--- src/rtl/bin_xs3_pkg.sv ---
// Shared types and constants for the sequential binary to BCD / excess-3 converter.
// Defining XS3_GRAY_EN switches out_xs3 to excess-3 Gray code per digit.
package bin_xs3_pkg;

    typedef enum logic [1:0] {
        IDLE  = 2'd0,
        SHIFT = 2'd1,
        DONE  = 2'd2
    } state_t;

    localparam logic [3:0] XS3_BIAS      = 4'd3;
    localparam logic [3:0] DABBLE_THRESH = 4'd5;

    function automatic logic [3:0] xs3_gray(input logic [3:0] x);
        return x ^ (x >> 1);
    endfunction

endpackage

--- src/rtl/bin_xs3_seq_cell.sv ---
// Double-dabble correction cell: one BCD digit gets +3 when it is >= 5,
// so that the following left shift carries correctly into the next digit.
module bcd_dabble_cell
    import bin_xs3_pkg::*;
(
    input  logic [3:0] d,
    output logic [3:0] q
);

    assign q = (d >= DABBLE_THRESH) ? d + XS3_BIAS : d;

endmodule

--- src/rtl/bin_xs3_seq.sv ---
// Iterative binary to BCD and excess-3 converter, one input bit per clock.
// Build option XS3_GRAY_EN: out_xs3 carries excess-3 Gray code per digit.
module bin_xs3_seq
    import bin_xs3_pkg::*;
#(
    parameter int WIDTH  = 8,
    parameter int DIGITS = 3
) (
    input  logic                  clk,
    input  logic                  rst_n,
    input  logic                  in_valid,
    output logic                  in_ready,
    input  logic [WIDTH-1:0]      in_data,
    output logic                  out_valid,
    input  logic                  out_ready,
    output logic [4*DIGITS-1:0]   out_bcd,
    output logic [4*DIGITS-1:0]   out_xs3,
    output logic                  out_ovf
);

    localparam int BW = 4 * DIGITS;
    localparam int CW = $clog2(WIDTH + 1);

    state_t          state_q;
    state_t          state_d;
    logic [WIDTH-1:0] bin_sr;
    logic [BW-1:0]   bcd_sr;
    logic [BW-1:0]   adj;
    logic [BW-1:0]   nxt_bcd;
    logic [BW-1:0]   xs3_nxt;
    logic [CW-1:0]   cnt;
    logic            ovf;
    logic            shift_out;
    logic            last;

    for (genvar g = 0; g < DIGITS; g++) begin : g_cell
        bcd_dabble_cell u_cell (
            .d (bcd_sr[4*g +: 4]),
            .q (adj[4*g +: 4])
        );
    end

    assign shift_out = adj[BW-1];
    assign nxt_bcd   = {adj[BW-2:0], bin_sr[WIDTH-1]};
    assign last      = (cnt == CW'(1));

    always_comb begin
        xs3_nxt = '0;
        for (int i = 0; i < DIGITS; i++) begin
`ifdef XS3_GRAY_EN
            xs3_nxt[4*i +: 4] = xs3_gray(nxt_bcd[4*i +: 4] + XS3_BIAS);
`else
            xs3_nxt[4*i +: 4] = nxt_bcd[4*i +: 4] + XS3_BIAS;
`endif
        end
    end

    always_comb begin
        state_d   = state_q;
        in_ready  = 1'b0;
        out_valid = 1'b0;
        unique case (state_q)
            IDLE: begin
                in_ready = 1'b1;
                if (in_valid) state_d = SHIFT;
            end
            SHIFT: begin
                if (last) state_d = DONE;
            end
            DONE: begin
                out_valid = 1'b1;
                if (out_ready) state_d = IDLE;
            end
            default: state_d = IDLE;
        endcase
    end

    always_ff @(posedge clk or negedge rst_n) begin
        if (!rst_n) begin
            state_q <= IDLE;
        end else begin
            state_q <= state_d;
        end
    end

    // Results are captured on the final shift so they stay frozen through DONE.
    always_ff @(posedge clk or negedge rst_n) begin
        if (!rst_n) begin
            bin_sr  <= '0;
            bcd_sr  <= '0;
            cnt     <= '0;
            ovf     <= 1'b0;
            out_bcd <= '0;
            out_xs3 <= '0;
            out_ovf <= 1'b0;
        end else begin
            unique case (state_q)
                IDLE: begin
                    if (in_valid) begin
                        bin_sr <= in_data;
                        bcd_sr <= '0;
                        ovf    <= 1'b0;
                        cnt    <= CW'(WIDTH);
                    end
                end
                SHIFT: begin
                    bin_sr <= bin_sr << 1;
                    bcd_sr <= nxt_bcd;
                    ovf    <= ovf | shift_out;
                    cnt    <= cnt - CW'(1);
                    if (last) begin
                        out_bcd <= nxt_bcd;
                        out_xs3 <= xs3_nxt;
                        out_ovf <= ovf | shift_out;
                    end
                end
                default: ;
            endcase
        end
    end

endmodule

--- config.mk ---
export PLATFORM = sky130hd
export DESIGN_NAME = bin_xs3_seq
export DESIGN_NICKNAME = d
export VERILOG_FILES = /design/src/rtl/bin_xs3_pkg.sv /design/src/rtl/bin_xs3_seq_cell.sv /design/src/rtl/bin_xs3_seq.sv
export SDC_FILE = /design/constraint.sdc
export NUM_CORES = 1
export LEC_CHECK = 0
export CORE_ASPECT_RATIO = 0.6
export CORE_MARGIN = 3
export CORE_UTILIZATION = 58
export DETAILED_ROUTE_END_ITERATION = 8
export GPL_ROUTABILITY_DRIVEN = 0
export HOLD_SLACK_MARGIN = 0.05
export PLACE_DENSITY = 0.92
export SETUP_SLACK_MARGIN = 0.02
export SYNTH_ARGS = -nofsm -noshare
export SYNTH_HDL_FRONTEND = slang
export SYNTH_SLANG_ARGS = --single-unit
--- constraint.sdc ---
create_clock -name clk -period 2.62 [get_ports clk]
set_input_delay 0.524 -clock clk [delete_from_list [all_inputs] [get_ports clk]]
set_output_delay 0.524 -clock clk [all_outputs]
set_load 0.05 [all_outputs]
**Run 1: clock wires, drivers and flops**

Drawn at 6 px/um.
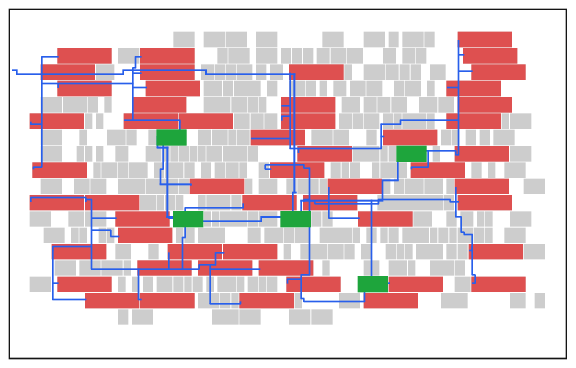
[clock wires] blue | length: 581 um
[flip-flops] red | count: 52
[cells driving clock nets] green | count: 5
flops lie: spread over the die
clk pwr: 538 uW
Worst Skew: 0.0122 ns
power share of the clock group: 0.117
worst skew pair latency: 0.31 ns

**Run 1: wiring by layer**

Drawn at 6 px/um. Only two layers are drawn.
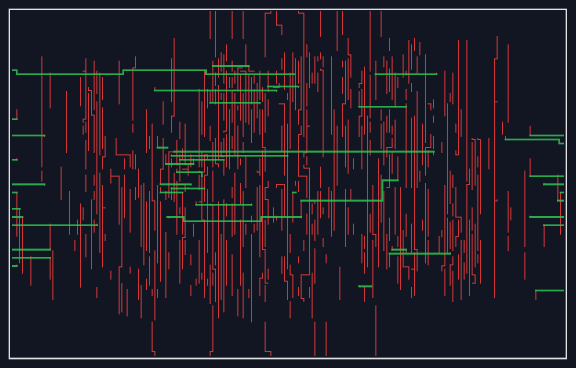
| layer | color | wire length |
|---|---|---|
| met2 | red | 2,590 um |
| met3 | green | 350 um |
Via Count: 2,081
Tot GR Track Use: 0.237
Avg WL per Cell: 15.7 um

**Run 1: power grid**

Drawn at 4 px/um. Pins as bars on the die edge.
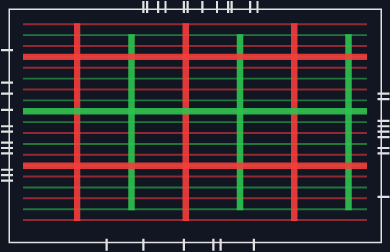
| net | color |
|---|---|
| VSS | red |
| VDD | green |
signal pins: 39
met1 rails: 19
met4 straps: 6
rows: 18
met5 straps: 3
core area: 0.00421 sq mm
Die Wd: 92.6 um
largest vdd supply drop: 0.000996 V
Die Y: 58.0 um

==> flow_metrics.tcl, run 1 <==
# place-and-route summary
set metrics [dict create \
    status "completed" \
    dr_wl_met2_um 2590 \
    power_uw 4600 \
    highest_layer "met4" \
    fin_util 0.745 \
    top_area_frac 0.499 \
    dp_slack_ns 0.498 \
    final_common_cell "dfrtp_1" \
    critPathArrivalTime_ns 1.85 \
    crit_cells 3 \
    dr.pass1.iters 5 \
    layout.cells.most_common_list "dfrtp_1 (52), nand2_1 (47), o21ai_0 (37), clkdlybuf4s50_1 (37), a21oi_1 (20)" \
    wl_met3_um 350 \
    rr_worst_depth 6 \
    finalHoldViolCount 0 \
    crit_buf_inv 2 \
    numPlacedInstances 361 \
    cap_violations 0 \
    root_buffer "clkbuf_8" \
    cp-startpoint "state_q[1]" \
    rsz0062_at_grt "false" \
    cp-start-kind "register" \
    detailed_place_hpwl_um 4180 \
    postCtsSetupBuffers 0 \
    final_nets 330 \
    max_freq_mhz 421 \
    synthXorXnorAreaFrac 0.0134 \
    tightestPinTransition_ns 0.642 \
    yosys-stat-cells 271 \
    aoi_share 0.210 \
    syn-cell-area_sq_mm 0.00261 \
    drv_slew 0 \
    yosys.cell_types.count 40 \
    synthCells 271 \
    syn_nets 293 \
    mux_area_frac 0.0216 \
    top_area_cell "dfrtp_1" \
    cts_tree "done" \
    drt-total-wl_um 5800 \
    place_area_sq_mm 0.00303 \
    antenna_found_initial 0 \
    wl_met1_um 2820 \
    setup_violations 0 \
    clkSlewWorstSetupHoldPaths_ns 0.09 \
    ctsResizeCount 0 \
    power_density_mw_per_mm2 1470 \
    grt.overflow.total 0 \
    portBuffers 38 \
    row_count 18 \
    fin_area_sq_mm 0.00314 \
    ys_seq_elements 52 \
    post_drt_via_cell_ratio 5.64 \
    antenna_left 0 \
    numCtsBuffers 5 \
    ff2ff_setup_slack_ns 0.37 \
    setup_ws_ns 0.247 \
    dieArea_sq_mm 0.00537 \
    area_leaders "dfrtp_1 (50%), o21ai_0 (7.1%), nand2_1 (6.8%), ha_1 (4.8%), a21oi_1 (3.8%)" \
    crit_family "buffers and inverters" \
    fp-utilization 0.620 \
]
run 1: sequential cells by signal, indices dropped and copies added (netlist names):
register,cells
bcd_sr,12
bin_sr,8
cnt,4
out_bcd,12
out_ovf,1
out_xs3,12
ovf,1
state_q,2
run 1: metal layers:
metal | global-route usage | up-vias
li1 | - | 1011
met1 | 0.350 | 1000
met2 | 0.357 | 64
met3 | 0.0649 | 6
met4 | 0.0507 | 0
met5 | 0 | -
run 1: layout make-up:
type                       instances  area, sq um
tap                               60         75.1
clock inverter                     2         35.0
timing repair buffer              45          428
multi-input combinational        194         1190
inverter                          10         37.5
fill                             300         1070
sequential                        52         1300
clock buffer                       6         72.6
run 1: cell usage after synthesis (all sizes together) (2+ instances only):
| library cell | number |
|---|---|
| a211o | 2 |
| a21oi | 20 |
| a221oi | 2 |
| a22o | 4 |
| a22oi | 8 |
| a2bb2oi | 2 |
| and2b | 2 |
| buf | 10 |
| clkbuf | 5 |
| dfrtp | 52 |
| ha | 10 |
| inv | 10 |
| mux2 | 5 |
| nand2 | 47 |
| nand2b | 5 |
| nor2 | 6 |
| nor2b | 12 |
| nor3 | 6 |
| nor3b | 4 |
| o21a | 4 |
| o21ai | 39 |
| o21bai | 3 |
| o31ai | 2 |
| xnor2 | 3 |
run 1: power breakdown:
| group | switching, uW | leakage [uW] | internal (uW) | total (uW) |
|---|---|---|---|---|
| clock | 254 | 0.0000552 | 284 | 538 |
| combinational | 1600 | 0.000670 | 983 | 2580 |
| sequential | 335 | 0.000653 | 1150 | 1480 |
| total | 2190 | 0.00138 | 2420 | 4600 |
==> run 1 -> run 2 <==
--- a/config.mk
+++ b/config.mk
@@ -13,6 +13,7 @@
 export HOLD_SLACK_MARGIN = 0.05
 export PLACE_DENSITY = 0.92
 export SETUP_SLACK_MARGIN = 0.02
+export SKIP_LAST_GASP = 1
 export SYNTH_ARGS = -nofsm -noshare
 export SYNTH_HDL_FRONTEND = slang
 export SYNTH_SLANG_ARGS = --single-unit
**Run 2: congestion heat map**

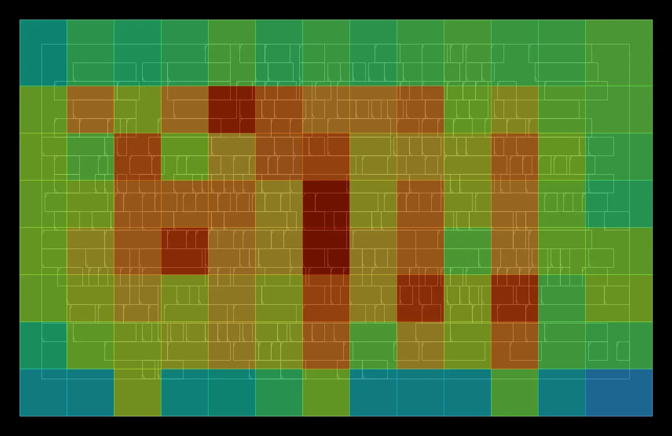
met1 Resource Use GR: 0.350
GRT met2 Usage: 0.357
most used routing layer: met2

==> run 2 against run 1 <==
Net effect:
- first-iteration DRC count unchanged
- clock power hardly changed
- critical path depth unchanged
- clock-buffer cell count stayed put
- sequential share of layout area unchanged
- clock skew stayed put
- power stayed put
- flip-flop count did not move
- die area did not move
- worst setup slack unchanged
==> flow_metrics.tcl, run 2 <==
# place-and-route summary
set metrics [dict create \
    status "completed" \
    max_freq_mhz 421 \
    final_nets 330 \
    grt_pass1_vias 2012 \
    drt_iter0_drc 150 \
    slowest_stage "clkdlybuf4s50_1" \
    tightestPinTransition_ns 0.642 \
    fp.dieH_um 58.0 \
    worst_hold_slack_ns 0.311 \
    antenna_left 0 \
    setup.worst_path.end "out_valid" \
    crit_cells 3 \
    rr_worst_depth 6 \
    stdcell_count 369 \
    clkSlewWorstSetupHoldPaths_ns 0.09 \
    yosys-stat-cells 271 \
    antenna_found_initial 0 \
    cts_sinks 52 \
    numCtsBuffers 5 \
    row_count 18 \
    final_common_cell "dfrtp_1" \
    ctsResizeCount 0 \
    yosys_warnings 0 \
    syn2layout_area_growth_pct 20.2 \
    fp-utilization 0.620 \
    syn-cell-area_sq_mm 0.00261 \
    synth-simple-area-share 0.162 \
    top_regs "bcd_sr (12), out_bcd (12), out_xs3 (12)" \
    yosys.cell_types.count 40 \
    grt_pass1_wl_um 9930 \
    clock-skew-final_ns 0.0122 \
    finalHoldViolCount 0 \
    vdd_drop_max_v 0.000996 \
    crit_type "register to output pin" \
    synthCells 271 \
    ys_seq_frac 0.499 \
    ff2ff_setup_slack_ns 0.37 \
    setup_ws_ns 0.247 \
    ys_top_cells_by_count "dfrtp_1 (52), nand2_1 (47), o21ai_0 (37)" \
    cts.htree.levels 2 \
    top_area_cell "dfrtp_1" \
    crit_buf_inv 2 \
    critPathArrivalTime_ns 1.85 \
    r2r-start "cnt[1]" \
    dr.pass1.iters 5 \
    cp_max_fo 10 \
    root_buffer "clkbuf_8" \
    layout.cells.most_common_list "dfrtp_1 (52), nand2_1 (47), o21ai_0 (37), clkdlybuf4s50_1 (37), a21oi_1 (20)" \
    final-comb-area_sq_mm 0.00119 \
    remaining_drc_errors 0 \
    cap_violations 0 \
    syn_avg_cell_area_sq_um 9.63 \
    worstSkewPairLatency_ns 0.31 \
    cp_slowest_stage_delay_ns 0.79 \
    top_logic_kind "AND-OR/OR-AND gates" \
    synthXorXnorAreaFrac 0.0134 \
    maxSlewHeadroom 0.571 \
    setup_tns_ns 0 \
    drv_slew 0 \
    nFillCells 300 \
    diodes 0 \
    ctsLongestPathBuffers 2 \
    postCtsSetupBuffers 0 \
    setup_violations 0 \
    mux_area_frac 0.0216 \
    drive_gt1_frac 0.0874 \
    min_path_type "primary input to async pin" \
    grt_max_degree 53 \
    dp_slack_ns 0.498 \
    crit_family "buffers and inverters" \
    fp.dieW_um 92.6 \
    cts_tree "done" \
    finalClockPeriodUsage 0.906 \
    dieArea_sq_mm 0.00537 \
    wire_per_inst_um 15.7 \
    power_density_mw_per_mm2 1470 \
    cts_hold_buffers 0 \
    yosysChipArea_sq_mm 0.00261 \
    p_leak_uw 0.00138 \
    cp-start-kind "register" \
    post_drt_via_cell_ratio 5.64 \
    most_common_cell "dfrtp_1" \
    final.min_clock_period_ns 2.37 \
    ys_async_sr_fraction 1.00 \
    worstSetupEndpointType "output pin" \
    grt_util_all_layers 0.237 \
    fin_area_sq_mm 0.00314 \
    drt-total-wl_um 5800 \
    portBuffers 38 \
    area_leaders "dfrtp_1 (50%), o21ai_0 (7.1%), nand2_1 (6.8%), ha_1 (4.8%), a21oi_1 (3.8%)" \
    core_sq_mm 0.00421 \
    detailed_place_hpwl_um 4180 \
    flop_area_sq_mm 0.00130 \
    synthAdderAreaFrac 0.0479 \
    warnings 30 \
    vias 2081 \
    path_cells "nand2b_1 > inv_1 > clkdlybuf4s50_1" \
    cp-startpoint "state_q[1]" \
    aoi_share 0.210 \
    ys_seq_elements 52 \
    syn_nets 293 \
    edf_count 0 \
    flop_cell "dfrtp_1" \
    critPathRequiredTime_ns 2.10 \
    grt.overflow.total 0 \
    worstReg2RegEnd "out_xs3[7]" \
    numPlacedInstances 361 \
    place_area_sq_mm 0.00303 \
    top_area_frac 0.499 \
    rsz0062_at_grt "false" \
    ioPinCount 39 \
]
**Run 2: clock wires, drivers and flops**

Drawn at 6 px/um.
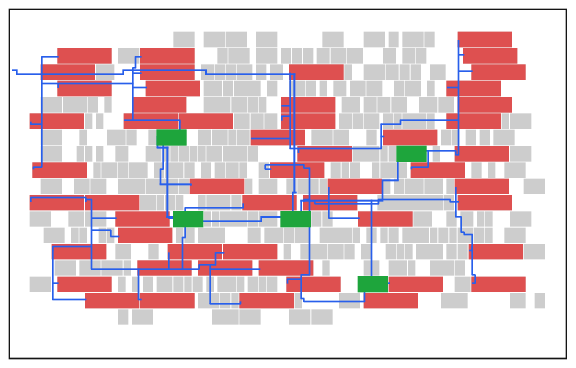
[clock wires] blue | length: 581 um
[flip-flops] red | count: 52
[cells driving clock nets] green | count: 5
flops lie: spread over the die
routed clock nets: 6

[run 2: metrics by stage]
stage | util | power [uW]
floorplan | - | 3300
global placement | 0.719 | 3920
detailed placement | 0.719 | 4040
CTS | 0.745 | 4600
global route | 0.745 | 4930
finish | 0.745 | 4600
[run 2: kinds of logic after synthesis]
family                     Yosys count
AOI/OAI and AO/OA                   88
xor gates and xnor gates             4
adders and majority gates           10
buffers and inverters               25
DFF                                 52
muxes                                5
and+or+nand+nor                     87
[run 2: final cells by class]
class,count,share of cell area
clock buffers,6,0.0231
clock inverters,2,0.0112
inverters,10,0.0120
multi-input cells,194,0.379
flip-flops and latches,52,0.415
well taps,60,0.0239
repair buffers,45,0.136
[run 2: power by group]
group / total [uW] / switching, uW / internal, uW
sequential: 1480 / 335 / 1150
clock: 538 / 254 / 284
combinational: 2580 / 1600 / 983
total: 4600 / 2190 / 2420
[run 2: worst min path at each step]
stage	start	cells after the start	endpoint	slack, ns
after global routing	rst_n	2	out_bcd[9]	0.35
after global placement	out_bcd[10]	2	out_bcd[10]	0.46
after floorplan	rst_n	0	bcd_sr[0]	0.23
final	rst_n	2	out_bcd[9]	0.31
after detailed placement	out_xs3[4]	2	out_xs3[4]	0.47
after CTS	rst_n	2	out_xs3[6]	0.34
[run 2: per-layer routing]
layer | global-route usage | vias up | share of wire
met5 | 0 | - | 0
met4 | 0.0507 | 0 | 0.0078
met3 | 0.0649 | 6 | 0.060
met2 | 0.357 | 64 | 0.45
met1 | 0.350 | 1000 | 0.49
li1 | - | 1011 | -
**Run 2: cell area per tile**

Drawn at 3 px/um. The die is cut into 9 by 6 equal tiles; white is low, dark blue is high, 0 to 100% covered.
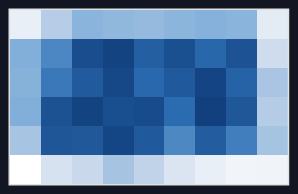

==> run 2 -> run 3 <==
--- a/config.mk
+++ b/config.mk
@@ -7,11 +7,11 @@
 export LEC_CHECK = 0
 export CORE_ASPECT_RATIO = 0.6
 export CORE_MARGIN = 3
-export CORE_UTILIZATION = 58
+export CORE_UTILIZATION = 30
 export DETAILED_ROUTE_END_ITERATION = 8
 export GPL_ROUTABILITY_DRIVEN = 0
 export HOLD_SLACK_MARGIN = 0.05
-export PLACE_DENSITY = 0.92
+export PLACE_DENSITY = 0.56
 export SETUP_SLACK_MARGIN = 0.02
 export SKIP_LAST_GASP = 1
 export SYNTH_ARGS = -nofsm -noshare
**Run 3: cell area per tile**

Drawn at 3 px/um. The die is cut into 13 by 8 equal tiles; white is low, dark blue is high, 0 to 100% covered.
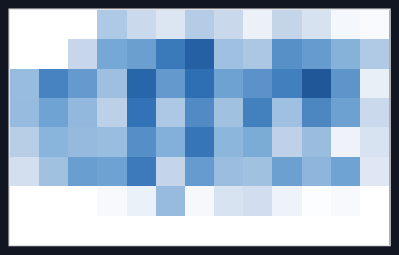
fullest tile: 84%
tiles over 75% full: 2.9%
densest ninth of the die: middle
nearly empty tiles: 22%
core area: 0.00816 sq mm
Final Util: 0.400
Core Util at FP: 0.320

**Run 3: power grid**

Drawn at 4 px/um. Pins as bars on the die edge.
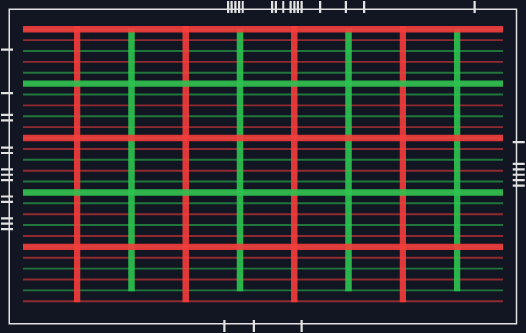
| net | color |
|---|---|
| VDD | green |
| VSS | red |
rows: 25
met5 straps: 5
signal pins: 39
met4 straps: 8
met1 rails: 26

==> run 3 against run 2 <==
Net effect:
- clock-buffer cell count is 1 higher
- worst setup slack better by 0.10 ns
- synthesized area stayed put
- largest power group unchanged
- non-clock buffer count is 2 higher
- highest routed layer unchanged
- critical path depth stayed put
- die area is 84% higher
==> flow_metrics.tcl, run 3 <==
# place-and-route summary
set metrics [dict create \
    status "completed" \
    top_regs "bcd_sr (12), out_bcd (12), out_xs3 (12)" \
    cts_sinks 52 \
    seq_cells 52 \
    area_leaders "dfrtp_1 (50%), o21ai_0 (7.1%), nand2_1 (6.8%), ha_1 (4.8%), a21oi_1 (3.8%)" \
    clock_buffers 7 \
    wl_met1_um 3590 \
    ctsLongestPathBuffers 2 \
    drv_slew 0 \
    ys_seq_elements 52 \
    critPathRequiredTime_ns 2.10 \
    yosys_warnings 0 \
    tightestPinTransition_ns 0.642 \
    grt.overflow.total 0 \
    sh_seq_area 0.398 \
    drt_iter0_drc 127 \
    top_area_frac 0.499 \
    cp_slowest_stage_delay_ns 0.81 \
    mux_area_frac 0.0216 \
    p_leak_uw 0.00141 \
    finalClockPeriodUsage 0.868 \
    top_area_cell "dfrtp_1" \
    highest_layer "met4" \
    remaining_drc_errors 0 \
    comb_share 0.363 \
    nFillCells 802 \
    synthCells 271 \
    slowest_stage "clkdlybuf4s50_1" \
    cts.htree.levels 2 \
    top_usage_layer "met1" \
    detailed_place_hpwl_um 4510 \
    ioPinCount 39 \
    post_drt_via_cell_ratio 4.81 \
    grt_pass1_vias 1958 \
    diodes 0 \
    n_all_inverters 10 \
    nWellTaps 108 \
    place_area_sq_mm 0.00312 \
    maxSlewHeadroom 0.572 \
    seqPwrFrac 0.312 \
    portBuffers 38 \
    min_path_type "primary input to async pin" \
    grt_pass1_wl_um 10200 \
    cts_tree "done" \
    swShare 0.463 \
    rsz0062_at_grt "false" \
    p_int_uw 2520 \
    ctsResizeCount 0 \
    yosys.cell_types.count 40 \
    dieArea_sq_mm 0.00989 \
    power_density_mw_per_mm2 1440 \
    grt_max_degree 28 \
    edf_count 0 \
    finalHoldViolCount 0 \
    antenna_found_initial 0 \
    aoi_share 0.210 \
    max_freq_mhz 440 \
    layout.cells.most_common_list "dfrtp_1 (52), nand2_1 (47), o21ai_0 (37), clkdlybuf4s50_1 (37), a21oi_1 (20)" \
    row_count 25 \
    fp.dieH_um 78.3 \
    grtUsageMet3 0.0367 \
    nonClkBufAreaFrac 0.139 \
    syn_nets 293 \
    crit_buf_inv 2 \
    yosysChipArea_sq_mm 0.00261 \
    crit_type "register to output pin" \
    signal_buffers 47 \
    comb_cells 194 \
    power_uw 4700 \
    biggestCellCategory "sequential cells" \
    final_common_cell "dfrtp_1" \
    final.min_clock_period_ns 2.27 \
    worstSetupEndpointType "output pin" \
    dr.pass1.iters 4 \
    ys_seq_frac 0.499 \
    final_nets 332 \
    ys_top_cells_by_count "dfrtp_1 (52), nand2_1 (47), o21ai_0 (37)" \
    wl_met3_um 189 \
    flop_cell "dfrtp_1" \
    drive_gt1_frac 0.0932 \
    postCtsSetupBuffers 0 \
    fp.dieW_um 126 \
    crit_family "buffers and inverters" \
    clockPowerShare 0.143 \
    root_buffer "clkbuf_16" \
    top_logic_kind "AND-OR/OR-AND gates" \
    cts_hold_buffers 0 \
    critPathArrivalTime_ns 1.75 \
    antenna_left 0 \
    setup_violations 0 \
    grt_use_met2 0.163 \
    synth-simple-area-share 0.162 \
    setup_tns_ns 0 \
    grt_util_all_layers 0.131 \
    switchingPower_uw 2180 \
    path_cells "nand2b_1 > inv_1 > clkdlybuf4s50_1" \
    syn2layout_area_growth_pct 25.2 \
    flop_area_sq_mm 0.00130 \
    vdd_drop_max_v 0.000649 \
    most_common_cell "dfrtp_1" \
    cap_violations 0 \
    drt-total-wl_um 6100 \
    clkSlewWorstSetupHoldPaths_ns 0.07 \
    final-comb-area_sq_mm 0.00119 \
    dr_wl_met2_um 2270 \
    fin_area_sq_mm 0.00327 \
    warnings 30 \
    cp_max_fo 5 \
    numCtsBuffers 5 \
    worstSkewPairLatency_ns 0.29 \
    syn_avg_cell_area_sq_um 9.63 \
    yosys-stat-cells 271 \
    wire_per_inst_um 14.6 \
    ys_async_sr_fraction 1.00 \
    clk_share 0.0460 \
    synthAdderAreaFrac 0.0479 \
    comb_power_share 0.545 \
    cp-start-kind "register" \
    synthXorXnorAreaFrac 0.0134 \
    grt_use_met1 0.212 \
    syn-cell-area_sq_mm 0.00261 \
    vias 2016 \
    clock-skew-final_ns 0.00530 \
]
## run 3: cell count changes in the layout (fill, tap and decap cells not counted), sizes merged
cell      delta
clkinv       -1
clkbuf       +1
clkinvlp     +1
buf          +2
bufinv       -1
## run 3: cell families after synthesis
| group | Yosys count |
|---|---|
| AND/OR/NAND/NOR | 87 |
| AND-OR/OR-AND | 88 |
| buffers and inverters | 25 |
| flip-flops | 52 |
| multiplexers | 5 |
| XOR/XNOR | 4 |
| adder cells (fa/ha/maj) | 10 |
## run 3: per-stage QoR
| step | util | setup WS [ns] | std cells | hold WS [ns] |
|---|---|---|---|---|
| 2_1_floorplan | - | 0.771 | 271 | 0.228 |
| 3_3_place_gp | 0.382 | 0.613 | 411 | 0.467 |
| 3_5_place_dp | 0.382 | 0.655 | 411 | 0.463 |
| 4_1_cts | 0.400 | 0.326 | 419 | 0.268 |
| 5_1_grt | 0.400 | 0.294 | 419 | 0.292 |
| 6_report | 0.400 | 0.347 | 419 | 0.251 |
## run 3: power groups by stage
stage	logic [uW]	registers (uW)	clock network, uW
floorplan	1360	1940	0
global placement	2540	1470	0
detailed placement	2580	1470	0
CTS	2590	1470	695
global route	2850	1520	732
finish	2560	1470	670
## run 3: worst paths after layout
path	slack, ns	cells past startpoint	endpoint	from
min in group clk	0.48	2	out_xs3[4]	out_xs3[4]
hold reg to reg	0.48	2	out_xs3[4]	out_xs3[4]
max in group asynchronous	1.79	2	out_bcd[3]	rst_n
hold / removal	0.25	1	bin_sr[2]	rst_n
setup / recovery	0.35	3	out_valid	state_q[0]
setup reg to reg	0.70	8	out_xs3[10]	bcd_sr[4]
Power and IR drop assume default switching activity.
